[config.mk]
export PLATFORM = sky130hd
export DESIGN_NAME = load_store_unit
export DESIGN_NICKNAME = d
export VERILOG_FILES = /design/src/rtl/load_store_unit.sv
export SDC_FILE = /design/constraint.sdc
export NUM_CORES = 1
export LEC_CHECK = 0
export CAP_MARGIN = 20
export CELL_PAD_IN_SITES_DETAIL_PLACEMENT = 0
export CELL_PAD_IN_SITES_GLOBAL_PLACEMENT = 1
export CORE_ASPECT_RATIO = 1.4
export CORE_MARGIN = 3
export CORE_UTILIZATION = 35
export CTS_CLUSTER_SIZE = 25
export DETAILED_ROUTE_END_ITERATION = 16
export HOLD_SLACK_MARGIN = 0.15
export PLACE_DENSITY_LB_ADDON = 0.05
export SLEW_MARGIN = 40
export SYNTH_ARGS = -nofsm -noshare
export SYNTH_HDL_FRONTEND = slang
export SYNTH_SLANG_ARGS = --single-unit
export TNS_END_PERCENT = 50
[constraint.sdc]
create_clock -name clk -period 2.65 [get_ports clk]
set_input_delay 0.6625 -clock clk [delete_from_list [all_inputs] [get_ports clk]]
set_output_delay 0.6625 -clock clk [all_outputs]
set_load 0.01 [all_outputs]
[src/rtl/load_store_unit.sv]
// Load/store unit: checks funct3 and alignment, then runs one request/acknowledge memory access.
// Latency: 2 + wait cycles from accept to response (1 on error). Backpressure: req_ready is high only in IDLE.
module load_store_unit (
  input  logic        clk,
  input  logic        rst_n,
  input  logic        req_valid,
  output logic        req_ready,
  input  logic        op_store,
  input  logic [2:0]  funct3,
  input  logic [31:0] addr,
  input  logic [31:0] store_data,
  output logic        resp_valid,
  output logic [1:0]  resp_err,
  output logic [31:0] load_data,
  output logic        mem_req,
  output logic        mem_we,
  output logic [31:0] mem_addr,
  output logic [3:0]  mem_be,
  output logic [31:0] mem_wdata,
  input  logic        mem_ack,
  input  logic [31:0] mem_rdata
);

  typedef enum logic [1:0] {IDLE, ACCESS, RESP} state_t;

  state_t      state, state_nxt;
  logic        accept;
  logic        legal, misal;
  logic [3:0]  be_dec;
  logic [31:0] wdata_dec;
  logic [2:0]  f3_q;
  logic [1:0]  lo_q;
  logic [7:0]  byte_lane;
  logic [15:0] half_lane;
  logic [31:0] load_ext;

  assign req_ready = (state == IDLE);

  // Decode of the incoming request; only sampled on the accept edge.
  always_comb begin
    legal     = 1'b0;
    be_dec    = 4'b1111;
    wdata_dec = store_data;
    case (funct3)
      3'b000, 3'b001, 3'b010: legal = 1'b1;
      3'b100, 3'b101:         legal = !op_store;
      default:                legal = 1'b0;
    endcase
    misal = ((funct3[1:0] == 2'b01) && addr[0]) ||
            ((funct3[1:0] == 2'b10) && (addr[1:0] != 2'b00));
    case (funct3[1:0])
      2'b00: begin
        be_dec    = 4'b0001 << addr[1:0];
        wdata_dec = {4{store_data[7:0]}};
      end
      2'b01: begin
        be_dec    = addr[1] ? 4'b1100 : 4'b0011;
        wdata_dec = {2{store_data[15:0]}};
      end
      default: begin
        be_dec    = 4'b1111;
        wdata_dec = store_data;
      end
    endcase
  end

  always_comb begin
    byte_lane = mem_rdata[{lo_q, 3'b000} +: 8];
    half_lane = mem_rdata[{lo_q[1], 4'b0000} +: 16];
    case (f3_q)
      3'b000:  load_ext = {{24{byte_lane[7]}}, byte_lane};
      3'b001:  load_ext = {{16{half_lane[15]}}, half_lane};
      3'b100:  load_ext = {24'b0, byte_lane};
      3'b101:  load_ext = {16'b0, half_lane};
      default: load_ext = mem_rdata;
    endcase
  end

  always_comb begin
    state_nxt = state;
    accept    = 1'b0;
    case (state)
      IDLE: begin
        if (req_valid) begin
          accept    = 1'b1;
          state_nxt = (legal && !misal) ? ACCESS : RESP;
        end
      end
      ACCESS:  if (mem_ack) state_nxt = RESP;
      RESP:    state_nxt = IDLE;
      default: state_nxt = IDLE;
    endcase
  end

  always_ff @(posedge clk or negedge rst_n) begin
    if (!rst_n) state <= IDLE;
    else        state <= state_nxt;
  end

  always_ff @(posedge clk or negedge rst_n) begin
    if (!rst_n) begin
      mem_req    <= 1'b0;
      mem_we     <= 1'b0;
      mem_addr   <= 32'b0;
      mem_be     <= 4'b0;
      mem_wdata  <= 32'b0;
      resp_valid <= 1'b0;
      resp_err   <= 2'b00;
      load_data  <= 32'b0;
      f3_q       <= 3'b0;
      lo_q       <= 2'b0;
    end else begin
      resp_valid <= 1'b0;
      resp_err   <= 2'b00;
      load_data  <= 32'b0;
      if (accept) begin
        if (!legal) begin
          resp_valid <= 1'b1;
          resp_err   <= 2'b10;
        end else if (misal) begin
          resp_valid <= 1'b1;
          resp_err   <= 2'b01;
        end else begin
          mem_req   <= 1'b1;
          mem_we    <= op_store;
          mem_addr  <= {addr[31:2], 2'b00};
          mem_be    <= be_dec;
          mem_wdata <= wdata_dec;
          f3_q      <= funct3;
          lo_q      <= addr[1:0];
        end
      end
      // An ack only completes an access while one is actually outstanding.
      if (state == ACCESS && mem_ack) begin
        mem_req    <= 1'b0;
        resp_valid <= 1'b1;
        load_data  <= mem_we ? 32'b0 : load_ext;
      end
    end
  end

endmodule

==> flow report, run 1 <==
WORST SETUP PATH
-----------------------------------------------------------------------------
CP Cell Sequence                                                 nor2_1 > clkdlybuf4s50_1
Largest fanout on the critical path                                         3
Maximum single-stage delay on the critical path                        630 ps
End of the worst register-to-register path                       load_data[15]
Crit path required time                                               1990 ps
Element type at the critical path start                                  flop

LOGIC SYNTHESIS
-----------------------------------------------------------------------------
Mapped cell area                                                   4960 sq um
Mean area per synthesized cell                                     11.9 sq um
Sequential share of the synthesized area                                0.554
Simple-gate area share of the yosys netlist                            0.0721
Area share of the leading cell type in the synthesized netlist          0.554

JOB
-----------------------------------------------------------------------------
OpenROAD warning count                                                     26

STATUS
-----------------------------------------------------------------------------
Status                                                           finished clean

FINAL LAYOUT
-----------------------------------------------------------------------------
Layout Cells excl Fill                                                    807
Share of layout cells above drive strength 1                            0.146

STA
-----------------------------------------------------------------------------
Final worst-path cycle share                                            0.874
Highest attainable clock frequency                                  0.432 GHz
Setup repair after global routing missed its margin                        no
Slew at the pin with the worst max-slew slack                          668 ps

ROUTE
-----------------------------------------------------------------------------
Pre-antenna DRT Iters                                                       4
Total met3 wirelength after detailed routing                          1.06 mm
Ratio of routed vias to standard cells                                   4.81
Detailed-route wire length on metal 1                                 5.24 mm

CLOCKING
-----------------------------------------------------------------------------
Clock insertion delay at the later pin of the skew report              340 ps
Cts bufs inserted                                                           9

PWR
-----------------------------------------------------------------------------
Combinational fraction of design power                                  0.389
VDD IR-drop max                                                      0.363 mV

PLACEMENT
-----------------------------------------------------------------------------
Routability congestion estimate from global placement                   0.840
Instance count after placement with tap cells included                    791

GRT
-----------------------------------------------------------------------------
Global routing usage summed across all routing layers                   0.186

## run 1: power by group through the flow
stage | clock network, W | registers (W) | logic (W)
2_1_floorplan | 0 | 0.00258 | 0.000970
3_3_place_gp | 0 | 0.00247 | 0.00239
3_5_place_dp | 0 | 0.00247 | 0.00243
4_1_cts | 0.00135 | 0.00246 | 0.00243
5_1_grt | 0.00142 | 0.00252 | 0.00258
6_report | 0.00130 | 0.00245 | 0.00239
## run 1: sequential cells by signal, summed over array words and instances, names as in the netlist
register,cells
f3_q,3
lo_q,2
load_data,32
mem_addr,30
mem_be,4
mem_req,1
mem_wdata,32
mem_we,1
resp_err,2
resp_valid,1
state,2
## run 1: synthesized netlist by cell type, drive strengths merged
| library cell | count |
|---|---|
| clkbuf | 18 |
| nor2b | 1 |
| mux4 | 1 |
| mux2i | 26 |
| mux2 | 50 |
| o211ai | 1 |
| a221oi | 1 |
| a2bb2oi | 1 |
| a31oi | 1 |
| or2 | 2 |
| nand3b | 2 |
| inv | 3 |
| buf | 14 |
| nor4 | 1 |
| nand4 | 1 |
| a211oi | 8 |
| nand2 | 56 |
| and2 | 1 |
| a22oi | 1 |
| nand2b | 5 |
| o211a | 7 |
| a21oi | 30 |
| o31ai | 2 |
| o22ai | 22 |
| o21ai | 34 |
| conb | 1 |
| dfrtp | 110 |
| nor3 | 1 |
| a21boi | 1 |
| nor2 | 14 |
## run 1: per-stage QoR
step | cell area [sq um] | power [W] | utilization | hold WS (ps) | worst slack, ps
2_1_floorplan | 4970 | 0.00355 | - | 367 | 633
5_1_grt | 7550 | 0.00652 | 0.553 | 395 | 287
3_5_place_dp | 7260 | 0.00490 | 0.533 | 471 | 64.7
6_report | 7550 | 0.00614 | 0.553 | 353 | 334
3_3_place_gp | 7260 | 0.00486 | 0.532 | 462 | 161
4_1_cts | 7550 | 0.00624 | 0.553 | 371 | 289
## run 1: cells in the final DEF, fill, tap and decap left out, types with 9 or more instances in the layout
cell type	netlist	final
a21oi_1	29	29
buf_4	2	15
clkbuf_16	0	9
clkdlybuf4s50_1	0	206
dfrtp_1	110	110
mux2_2	10	10
mux2_4	40	40
mux2i_1	26	26
nand2_1	56	56
nor2_1	14	13
o21ai_0	34	34
o22ai_1	22	22
## run 1: area by class of cell
class | instances | area, sq um | area share
inverter | 3 | 11.3 | 0.00149
timing repair buffer | 224 | 2230 | 0.296
multi-input combinational | 272 | 2040 | 0.270
clock inverter | 6 | 56.3 | 0.00746
clock buffer | 10 | 229 | 0.0303
sequential | 110 | 2750 | 0.365
tap | 182 | 228 | 0.0302
## run 1: worst max-delay path by stage
stage	to	slack (ps)	from
final	req_ready	330	state[1]
after global routing	req_ready	290	state[1]
after CTS	req_ready	290	state[1]
after detailed placement	mem_wdata[27]	60	funct3[0]
after global placement	mem_wdata[26]	160	addr[0]
after floorplan	f3_q[0]	630	funct3[0]
## run 1: layer usage
metal,global-route usage,vias to the layer above
met4,0.0582,0
met3,0.0536,11
li1,-,1880
met1,0.204,1857
met5,0,-
met2,0.343,133
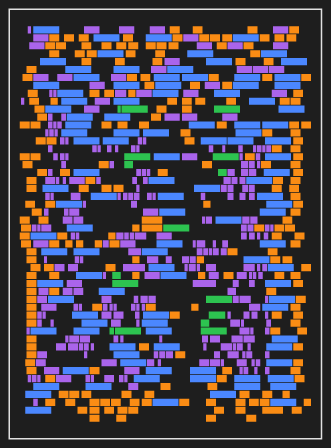
Run 1: cell classes on the final placement
| colour | class | cells | share of their area |
|---|---|---|---|
| blue | flip-flops | 110 | 38% |
| purple | all other logic | 275 | 28% |
| green | clock drivers and dummy loads | 16 | 3.9% |
| orange | other buffers and delay cells | 224 | 31% |
core footprint: 13,600 sq um
Cell Rows: 50

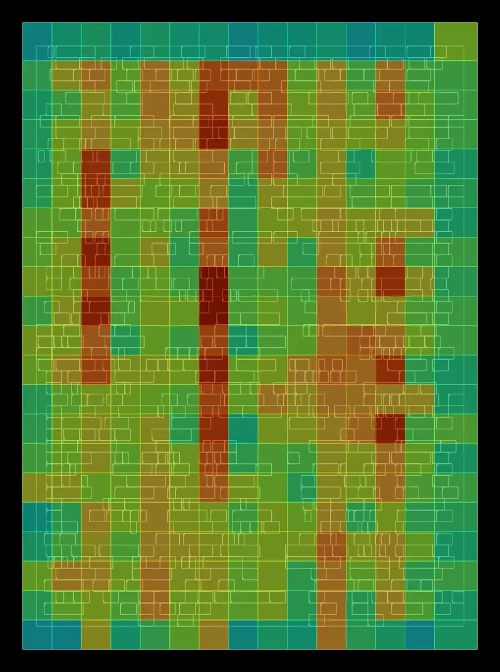
Run 1: congestion heat map
global-route track usage on met3: 0.0536
routed wire length per instance: 17.8 um
routing usage on met1: 0.204
fraction of the core area covered by cells at the end of the flow: 0.553
layer with the highest usage: met2

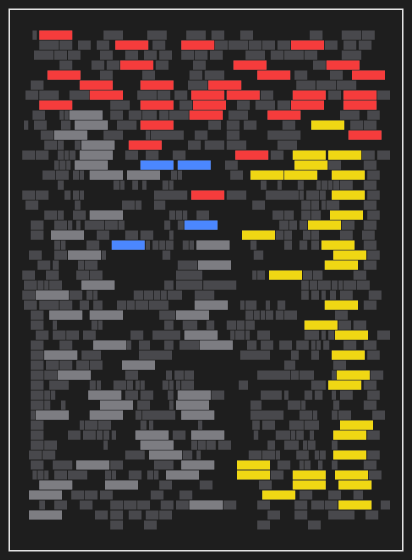
Run 1: sequential cells grouped by signal name
Other sequential cells in the stronger grey, the rest of the logic in the fainter grey.
| colour | netlist name | flops |
|---|---|---|
| red | `mem_addr` | 30 |
| blue | `mem_be` | 4 |
| yellow | `load_data` | 32 |
Register Area: 2750 sq um
sequential portion of the cell area: 0.365
sequential power: 0.00245 W

Run 1, cells by drive strength:
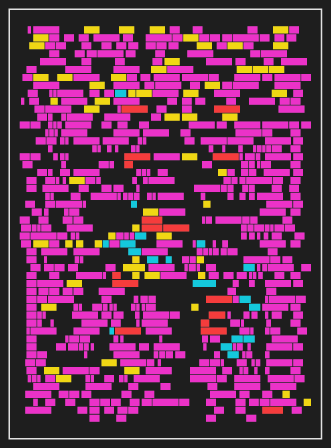

==> run 1 -> run 2 <==
--- a/config.mk
+++ b/config.mk
@@ -8,7 +8,7 @@
 export CAP_MARGIN = 20
 export CELL_PAD_IN_SITES_DETAIL_PLACEMENT = 0
 export CELL_PAD_IN_SITES_GLOBAL_PLACEMENT = 1
-export CORE_ASPECT_RATIO = 1.4
+export CORE_ASPECT_RATIO = 0.6
 export CORE_MARGIN = 3
 export CORE_UTILIZATION = 35
 export CTS_CLUSTER_SIZE = 25
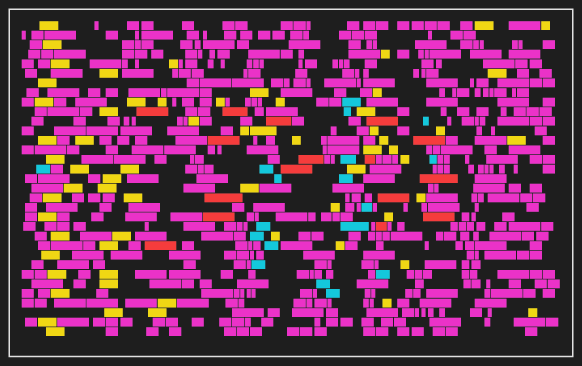
Run 2: cells by drive strength
| colour | size | cells | share |
|---|---|---|---|
| magenta | drive 1 or less | 534 | 84% |
| red | drive 6 and up | 16 | 2.5% |
| yellow | drive 3 to 4 | 64 | 10% |
| cyan | drive 2 | 18 | 2.8% |
layout overhead on the synthesized area: 54.1%
non-clock buffer count in the final layout: 231

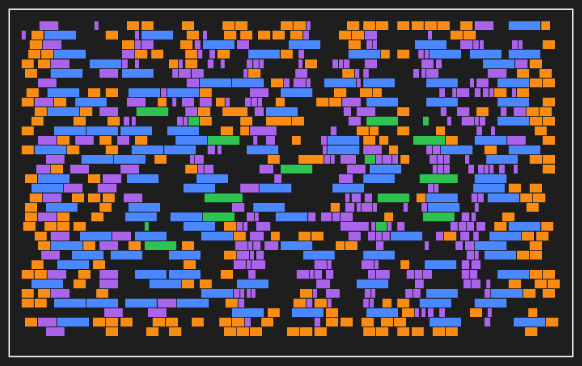
Run 2: cell classes on the final placement
| colour | class | cells | share of their area |
|---|---|---|---|
| orange | other buffers and delay cells | 231 | 31% |
| green | clock drivers and dummy loads | 16 | 4.3% |
| purple | all other logic | 275 | 28% |
| blue | flip-flops | 110 | 37% |

==> flow report, run 2 <==
STATUS
---------------------------------------------------------------------------------
Status                                                               finished clean   unchanged

CLOCKING
---------------------------------------------------------------------------------
Post-CTS Repair Setup Buffers                                                   0   unchanged
Clock insertion delay at the later pin of the skew report                  340 ps   about the same
Cts bufs inserted                                                               9   unchanged

LOGIC SYNTHESIS
---------------------------------------------------------------------------------
Most used standard cells in the synthesized netlist                  110 x dfrtp_1, 56 x nand2_1, 40 x mux2_4   unchanged
Gate Count Post-Synth                                                         416   unchanged
Mean area per synthesized cell                                         11.9 sq um   unchanged
Flip-flops with a built-in enable                                               0   unchanged
Fraction of synthesis flops using an asynchronous set or reset pin           1.00   unchanged
Mapped cell area                                                       4960 sq um   unchanged
Number of cells in Yosys stat                                                 416   unchanged
Sequential share of the synthesized area                                    0.554   unchanged
Area share of the leading cell type in the synthesized netlist              0.554   unchanged

STA
---------------------------------------------------------------------------------
Setup repair after global routing missed its margin                            no   unchanged
Slew at the pin with the worst max-slew slack                              636 ps   was 668 ps
Highest attainable clock frequency                                      0.437 GHz   was 0.432 GHz
Final worst-path cycle share                                                0.863   was 0.874

DIE
---------------------------------------------------------------------------------
Cell Rows                                                                      33   was 50
Core footprint                                                       13,700 sq um   was 13,600 sq um

PWR
---------------------------------------------------------------------------------
Final Total Pwr                                                         0.00633 W   was 0.00614 W
VDD IR-drop max                                                          0.375 mV   was 0.363 mV

FINAL LAYOUT
---------------------------------------------------------------------------------
Layout Cells excl Fill                                                        824   was 807
Commonest Layout Cell                                                      clkdlybuf4s50_1   unchanged
Share of layout cells above drive strength 1                                0.155   was 0.146
Final Instance Area                                                    7650 sq um   was 7550 sq um
Largest registers                                                    load_data: 32 flops, mem_wdata: 32 flops, mem_addr: 30 flops   unchanged
Top library cells by usage in the layout, fill and taps aside        206 x clkdlybuf4s50_1, 110 x dfrtp_1, 56 x nand2_1, 40 x mux2_4, 34 x o21ai_0   unchanged
Fraction of the core area covered by cells at the end of the flow           0.556   was 0.553

ROUTE
---------------------------------------------------------------------------------
Pre-antenna DRT Iters                                                           4   unchanged
Routed wire length per instance                                           17.5 um   was 17.8 um
DRC Markers                                                                     0   unchanged
Ratio of routed vias to standard cells                                       4.74   was 4.81

WORST SETUP PATH
---------------------------------------------------------------------------------
Crit path required time                                                   1990 ps   about the same
Largest fanout on the critical path                                             3   unchanged

GRT
---------------------------------------------------------------------------------
Global routing usage summed across all routing layers                       0.188   was 0.186

PLACEMENT
---------------------------------------------------------------------------------
DP Area                                                                7330 sq um   was 7260 sq um
Routability congestion estimate from global placement                       0.791   was 0.840

JOB
---------------------------------------------------------------------------------
OpenROAD warning count                                                         26   unchanged

-- run 2: cell counts after synthesis --
No cell type changed its count.
-- run 2: kinds of logic (layout without fill, tap and decap cells) --
| group | Yosys count | in the layout | synth area share |
|---|---|---|---|
| AND-OR/OR-AND | 109 | 109 | 0.134 |
| buffers and inverters | 35 | 250 | 0.0383 |
| other | 1 | 2 | 0.000755 |
| AND/OR/NAND/NOR | 84 | 84 | 0.0721 |
| flip-flops | 110 | 110 | 0.554 |
| multiplexers | 77 | 77 | 0.201 |
-- run 2: critical path, cell delays in order, from the launching register on --
cell and delay, ps:
dfrtp_1 390, nor2_1 270, clkdlybuf4s50_1 620
-- run 2: area by class of cell --
type	count	area, sq um	share of cell area
timing repair buffer	231	2290	0.299
inverter	3	11.3	0.00147
multi-input combinational	272	2040	0.266
sequential	110	2750	0.360
clock buffer	10	229	0.0299
tap	192	240	0.0314
clock inverter	6	91.3	0.0119
-- run 2: path summary, 6_finish.rpt --
kind | start | slack, ps | endpoint
hold / removal | rst_n | 290 | mem_wdata[3]
min in group clk | mem_wdata[17] | 480 | mem_wdata[17]
setup / recovery | state[1] | 360 | req_ready
hold reg to reg | mem_wdata[17] | 480 | mem_wdata[17]
max in group asynchronous | rst_n | 1720 | mem_addr[31]
setup reg to reg | lo_q[1] | 860 | load_data[29]
-- run 2: where the power goes --
group	switching [W]	internal, W	leakage (nW)
Clock	0.000636	0.000837	0.157
Combinational	0.000974	0.00145	1.90
Sequential	0.000317	0.00212	1.39
Total	0.00193	0.00440	3.45
-- run 2: routing by layer --
metal,share of wire,vias to the layer above,global-route usage
met4,0.0081,2,0.0363
met2,0.44,134,0.284
met1,0.46,1868,0.257
met3,0.090,15,0.0772
met5,0.00062,-,0
li1,-,1890,-
-- run 2: per-stage QoR --
stage          setup WS [ps]  hold slack, ps
2_1_floorplan            633             367
3_3_place_gp             136             463
3_5_place_dp            58.0             471
4_1_cts                  320             305
5_1_grt                  271             320
6_report                 363             289
==> run 2 -> run 3 <==
--- a/config.mk
+++ b/config.mk
@@ -5,7 +5,6 @@
 export SDC_FILE = /design/constraint.sdc
 export NUM_CORES = 1
 export LEC_CHECK = 0
-export CAP_MARGIN = 20
 export CELL_PAD_IN_SITES_DETAIL_PLACEMENT = 0
 export CELL_PAD_IN_SITES_GLOBAL_PLACEMENT = 1
 export CORE_ASPECT_RATIO = 0.6
==> flow report, run 3 <==
WORST SETUP PATH
----------------------------------------------------------------------------------
Crit path buf inv count                                                          1   unchanged
Element type at the critical path start                                       flop   unchanged
Family of cells with the greatest summed delay on the critical path   buffers and inverters   unchanged
Largest fanout on the critical path                                              3   unchanged
Maximum single-stage delay on the critical path                             620 ps   about the same

CLOCKING
----------------------------------------------------------------------------------
Post-CTS Repair Setup Buffers                                                    0   unchanged

LOGIC SYNTHESIS
----------------------------------------------------------------------------------
Mapped cell area                                                        4960 sq um   unchanged
Fraction of synthesis flops using an asynchronous set or reset pin            1.00   unchanged
Sequential share of the synthesized area                                     0.554   unchanged
Mean area per synthesized cell                                          11.9 sq um   unchanged
Number of cells in Yosys stat                                                  416   unchanged
Most used standard cells in the synthesized netlist                   110 x dfrtp_1, 56 x nand2_1, 40 x mux2_4   unchanged
Main logic family after synthesis                                     multiplexers   unchanged
Post-synthesis xor/xnor area fraction                                            0   unchanged
Area share of the leading cell type in the synthesized netlist               0.554   unchanged
Mux share                                                                    0.201   unchanged

STA
----------------------------------------------------------------------------------
Setup repair after global routing missed its margin                             no   unchanged
Slew at the pin with the worst max-slew slack                               636 ps   unchanged
Final worst-path cycle share                                                 0.863   unchanged

FINAL LAYOUT
----------------------------------------------------------------------------------
Commonest Layout Cell                                                       clkdlybuf4s50_1   unchanged
Layout overhead on the synthesized area                                      54.1%   unchanged
Top library cells by usage in the layout, fill and taps aside         206 x clkdlybuf4s50_1, 110 x dfrtp_1, 56 x nand2_1, 40 x mux2_4, 34 x o21ai_0   unchanged
Share of layout cells above drive strength 1                                 0.155   unchanged

ROUTE
----------------------------------------------------------------------------------
Pre-antenna DRT Iters                                                            4   unchanged
DRC Markers                                                                      0   unchanged

GRT
----------------------------------------------------------------------------------
Global routing usage summed across all routing layers                        0.188   unchanged

STATUS
----------------------------------------------------------------------------------
Status                                                                finished clean   unchanged

DIE
----------------------------------------------------------------------------------
Core footprint                                                        13,700 sq um   unchanged

PLACEMENT
----------------------------------------------------------------------------------
Worst setup slack before clock tree synthesis                              58.0 ps   unchanged
Routability congestion estimate from global placement                        0.791   unchanged

PWR
----------------------------------------------------------------------------------
VDD IR-drop max                                                           0.375 mV   unchanged
Final Total Pwr                                                          0.00633 W   unchanged

==> run 3: cell type report <==
class	count	area [sq um]
Clock buffer	10	229
Clock inverter	6	91.3
Fill cell	1181	6100
Inverter	3	11.3
Multi-Input combinational cell	272	2040
Sequential cell	110	2750
Tap cell	192	240
Timing Repair Buffer	231	2290
==> run 3: metrics by stage <==
step	hold WS, ps	util	cell area [sq um]	instances
after detailed placement	471	0.533	7330	808
after floorplan	367	-	4970	417
after global routing	320	0.556	7650	824
after CTS	305	0.556	7650	824
after global placement	463	0.533	7330	808
final	289	0.556	7650	824
==> run 3: worst paths after layout <==
kind | start | endpoint | slack (ps) | depth (start not counted)
setup / recovery | state[1] | req_ready | 360 | 2
hold / removal | rst_n | mem_wdata[3] | 290 | 1
setup reg to reg | lo_q[1] | load_data[29] | 860 | 5
hold reg to reg | mem_wdata[17] | mem_wdata[17] | 480 | 2
max in group asynchronous | rst_n | mem_addr[31] | 1720 | 2
min in group clk | mem_wdata[17] | mem_wdata[17] | 480 | 2
==> run 3: cell families after synthesis <==
family / count (synthesis)
other cells: 1
simple gates: 84
mux: 77
flops: 110
buf+inv: 35
compound gates: 109
==> run 3: routing by layer <==
| metal | wire [um] | up-vias |
|---|---|---|
| met5 | 9 | - |
| met4 | 117 | 2 |
| met3 | 1300 | 15 |
| met2 | 6320 | 134 |
| met1 | 6710 | 1868 |
| li1 | - | 1890 |
==> run 3: worst reg2reg max path, cell delays in order, from the launching register on <==
cell and delay [ps]:
dfrtp_1 640, mux2i_1 170, a211oi_1 250, nand2_1 240
buf_4 250, a21oi_1 150
==> run 3: power breakdown <==
group	switching (W)	internal, W	leakage [nW]
logic	0.000974	0.00145	1.90
registers	0.000317	0.00212	1.39
clock network	0.000636	0.000837	0.157
total	0.00193	0.00440	3.45
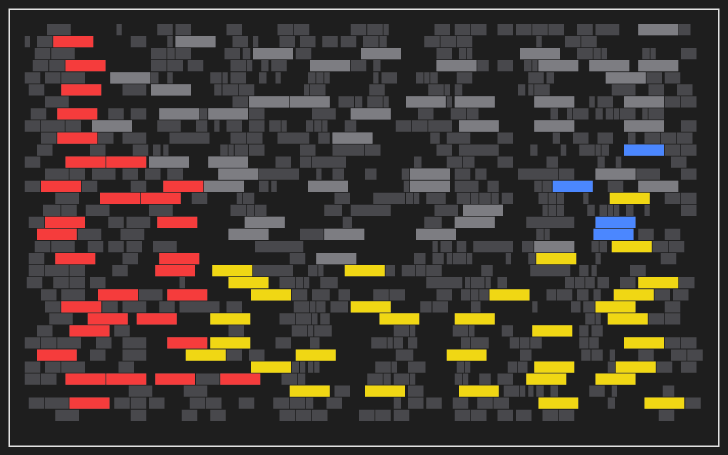
Run 3: sequential cells grouped by signal name
Other sequential cells in the stronger grey, the rest of the logic in the fainter grey.
| colour | netlist name | flops |
|---|---|---|
| blue | `mem_be` | 4 |
| red | `mem_addr` | 30 |
| yellow | `load_data` | 32 |

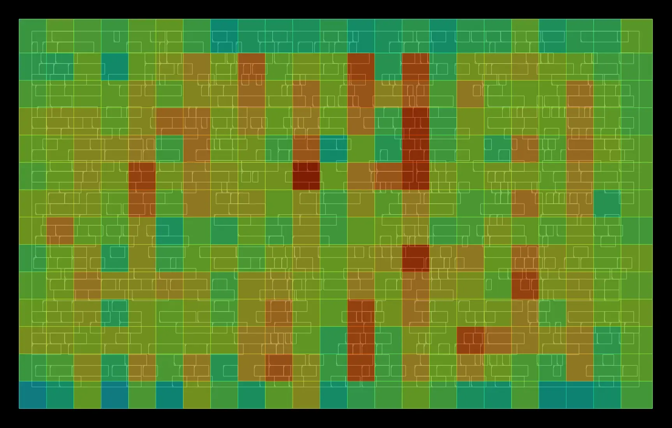
Run 3: congestion heat map
global-route track usage on met3: 0.0772
fraction of the core area covered by cells at the end of the flow: 0.556

Power figures rest on the tool's default switching activity, not on a simulated workload.
